<file path="src/rtl/mac_accumulator.sv">
// Signed N-term multiply-accumulate with per-step saturation; one out_valid strobe per dot product.
// state | meaning: IDLE waits for start | ACC accepts operand pairs | DONE presents result for one cycle
module mac_accumulator #(
    parameter int B = 18,
    parameter int A = 9,
    parameter int N = 4
) (
    input  logic         clk,
    input  logic         rst,
    input  logic         start,
    input  logic [A-1:0] a_in,
    input  logic [A-1:0] w_in,
    input  logic         in_valid,
    output logic         in_ready,
    output logic [B-1:0] out,
    output logic         out_valid,
    output logic         busy
);

    localparam int CW = $clog2(N + 1);
    localparam logic [B-1:0] SMAX = {1'b0, {(B-1){1'b1}}};
    localparam logic [B-1:0] SMIN = {1'b1, {(B-1){1'b0}}};

    typedef enum logic [1:0] {IDLE, ACC, DONE} state_t;

    state_t state, state_nxt;

    logic [B-1:0]          acc;
    logic [CW-1:0]         cnt;
    logic signed [2*A-1:0] prod;
    logic [B:0]            prod_ext;
    logic [B:0]            sum;
    logic [B-1:0]          sum_sat;
    logic                  accept;
    logic                  last;

    always_comb begin
        prod     = $signed(a_in) * $signed(w_in);
        prod_ext = {{(B+1-2*A){prod[2*A-1]}}, prod};
        sum      = {acc[B-1], acc} + prod_ext;
        // B+1-bit sum overflowed the B-bit range when its top two bits disagree
        if (sum[B] != sum[B-1]) begin
            sum_sat = sum[B] ? SMIN : SMAX;
        end else begin
            sum_sat = sum[B-1:0];
        end
    end

    assign accept = (state == ACC) && in_valid;
    assign last   = (cnt == CW'(N - 1));

    always_ff @(posedge clk) begin
        if (rst) begin
            state <= IDLE;
        end else begin
            state <= state_nxt;
        end
    end

    always_comb begin
        state_nxt = state;
        in_ready  = 1'b0;
        out_valid = 1'b0;
        busy      = 1'b1;
        case (state)
            IDLE: begin
                busy = 1'b0;
                if (start) begin
                    state_nxt = ACC;
                end
            end
            ACC: begin
                in_ready = 1'b1;
                if (accept && last) begin
                    state_nxt = DONE;
                end
            end
            DONE: begin
                out_valid = 1'b1;
                state_nxt = IDLE;
            end
            default: begin
                state_nxt = IDLE;
            end
        endcase
    end

    always_ff @(posedge clk) begin
        if (rst) begin
            acc <= '0;
            cnt <= '0;
            out <= '0;
        end else begin
            if (state == IDLE && start) begin
                acc <= '0;
                cnt <= '0;
            end else if (accept) begin
                acc <= sum_sat;
                cnt <= cnt + CW'(1);
                if (last) begin
                    out <= sum_sat;
                end
            end
        end
    end

endmodule

</file>
<file path="config.mk">
export PLATFORM = sky130hd
export DESIGN_NAME = mac_accumulator
export DESIGN_NICKNAME = d
export VERILOG_FILES = /design/src/rtl/mac_accumulator.sv
export SDC_FILE = /design/constraint.sdc
export NUM_CORES = 1
export LEC_CHECK = 0
export CORE_MARGIN = 3
export CORE_UTILIZATION = 45
export CTS_CLUSTER_SIZE = 40
export DETAILED_ROUTE_END_ITERATION = 7
export GPL_TIMING_DRIVEN = 0
export SLEW_MARGIN = 20
export SYNTH_ARGS = -nofsm -noshare
export SYNTH_HDL_FRONTEND = slang
export SYNTH_SLANG_ARGS = --single-unit
</file>
<file path="constraint.sdc">
create_clock -name clk -period 16.89 [get_ports clk]
set_input_delay 1.689 -clock clk [delete_from_list [all_inputs] [get_ports clk]]
set_output_delay 1.689 -clock clk [all_outputs]
set_load 0.05 [all_outputs]
</file>
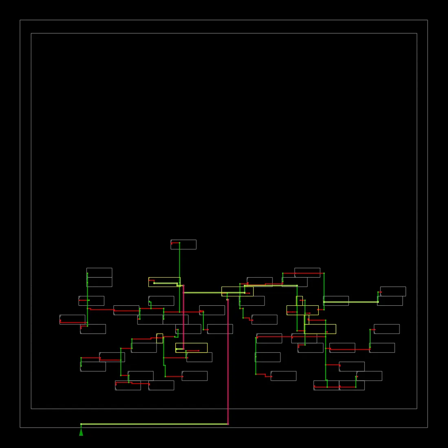
(clock nets)
clk_skew: 3.24 ps

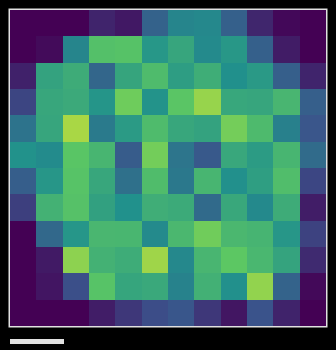
(placement density heat map)
Scale bar: 20 um. 12 x 12 tiles, from dark purple (low) to yellow (high), 0 to 100% covered.
- tiles over 75% full: 6.2%
- fullest tile: 87%
- mean over tiles: 44%
- emptiest ninth of the die: south-west
Core Util, Final: 51.7%
core area: 12200 um^2

==> impl_metrics.py <==
# Flow results
metrics = {
    "global_routing": {
        "grt_pass1_vias": 4282,
        "use_met1_pct": 24.2,
        "gr-usage-met2_pct": 29.5,
        "grt.overflow.total": 0,
        "grt-busiest-layer": "met2",
    },
    "cells_and_area": {
        "drive_gt1_share_pct": 5.98,
        "finalNonFillerCells": 837,
        "nFillCells": 1188,
        "layout_top_cell": "inv_1",
        "fin_area_um2": 6280,
    },
    "final_timing": {
        "hold_ws_ps": 466,
        "setup_tns_ps": 0,
        "slew_violations": 0,
        "rsz0062_at_grt": "no",
        "hold_violations": 0,
        "setup_violations": 0,
    },
    "yosys": {
        "ys_sh_adder_pct": 42.3,
        "synthTopCellsByArea": "fa_1 (31%), dfxtp_1 (15%), ha_1 (12%), inv_1 (9.0%), nand2_1 (4.0%)",
        "xor_share_pct": 3.10,
        "netlist.area_leader.share_pct": 30.8,
        "async_flop_share_pct": 0,
        "yosys_warnings": 0,
        "compound_area_share_pct": 13.9,
        "synth.logic.top_family": "adder cells",
    },
    "critical_path": {
        "crit_family": "adder cells",
        "crit_path_max_fanout": 10,
        "crit_type": "in -> reg",
        "r2r-start": "acc[8]",
        "r2r-end": "out[14]",
        "crit_slowest_cell": "fa_1",
        "r2r_cells": 15,
        "crit_top_cell": "fa_1",
        "crit_chain": "clkdlybuf4s50_1 > clkinv_1 > nor2_1 > fa_1 > fa_1 > fa_1 > fa_1 > inv_1 > fa_1 > inv_1 > ha_1 > a21o_1 > a221o_1 > a221o_1 > or2_4 > nand4_2 > buf_6 > nand3_2 > a311oi_2",
    },
    "die": {
        "top_level_ports": 43,
        "dieWidth_um": 118,
        "initCoreUtil_pct": 46.5,
    },
    "flow_run": {
        "drv_cap": 0,
    },
    "placement": {
        "globalplace.congestion": 0.840,
        "io_buffers": 28,
        "dp_hpwl_um": 10200,
        "dp.cells": 829,
    },
    "clock_network": {
        "worstSkewPairLatency_ps": 280,
        "cts-root-buf": "clkbuf_16",
        "cts_buffers": 5,
        "clk_path_buf_depth": 2,
    },
    "hold_path": {
        "hp-start": "acc[17]",
        "min_path_type": "reg -> reg",
    },
    "run_status": {
        "outcome": "completed",
    },
}
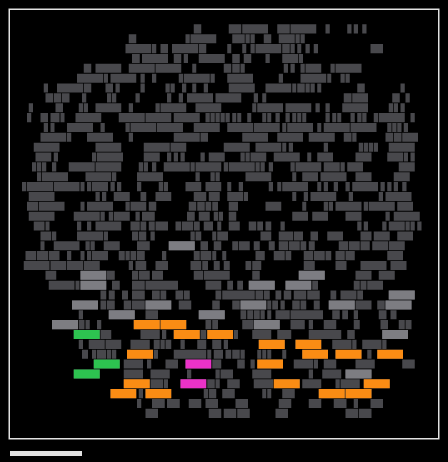
(where the registers sit)
Scale bar: 20 um.
- orange: out (flops 18)
- green: cnt (flops 3)
- magenta: state (flops 2)
Seq/total area: 13.1%
register area: 821 um^2

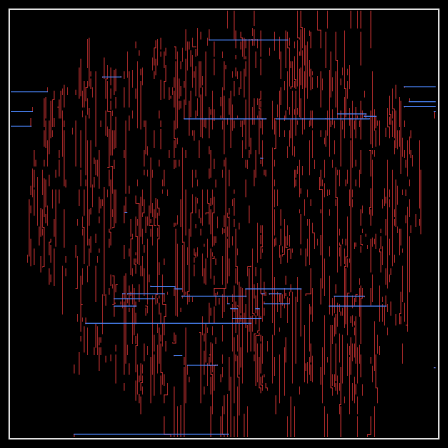
(metal layers overlaid)
Only two layers are drawn.
- red: M2 (wire length 5870 um)
- blue: M3 (wire length 346 um)
drt wl/cell: 13.9 um
vias after detailed routing: 4319
global-route usage over all layers: 17.3%
final WL: 11600 um

area by class of cell:
cell class | count | area [um^2] | area share [%]
clock buffers | 6 | 129 | 2.05
plain buffers | 30 | 138 | 2.19
well taps | 168 | 210 | 3.35
multi-input cells | 425 | 4180 | 66.5
flip-flops and latches | 41 | 821 | 13.1
repair buffers | 28 | 280 | 4.46
inverters | 137 | 514 | 8.18
clock inverters | 2 | 10.0 | 0.159
layer usage:
layer	share of wire, %	up-vias
met2	50	60
met4	0.98	0
met3	3.0	9
met1	46	2168
met5	0	-
li1	-	2082
registers in the layout (all words and copies together) (netlist names):
name	flops
cnt	3
out	18
state	2
acc	18
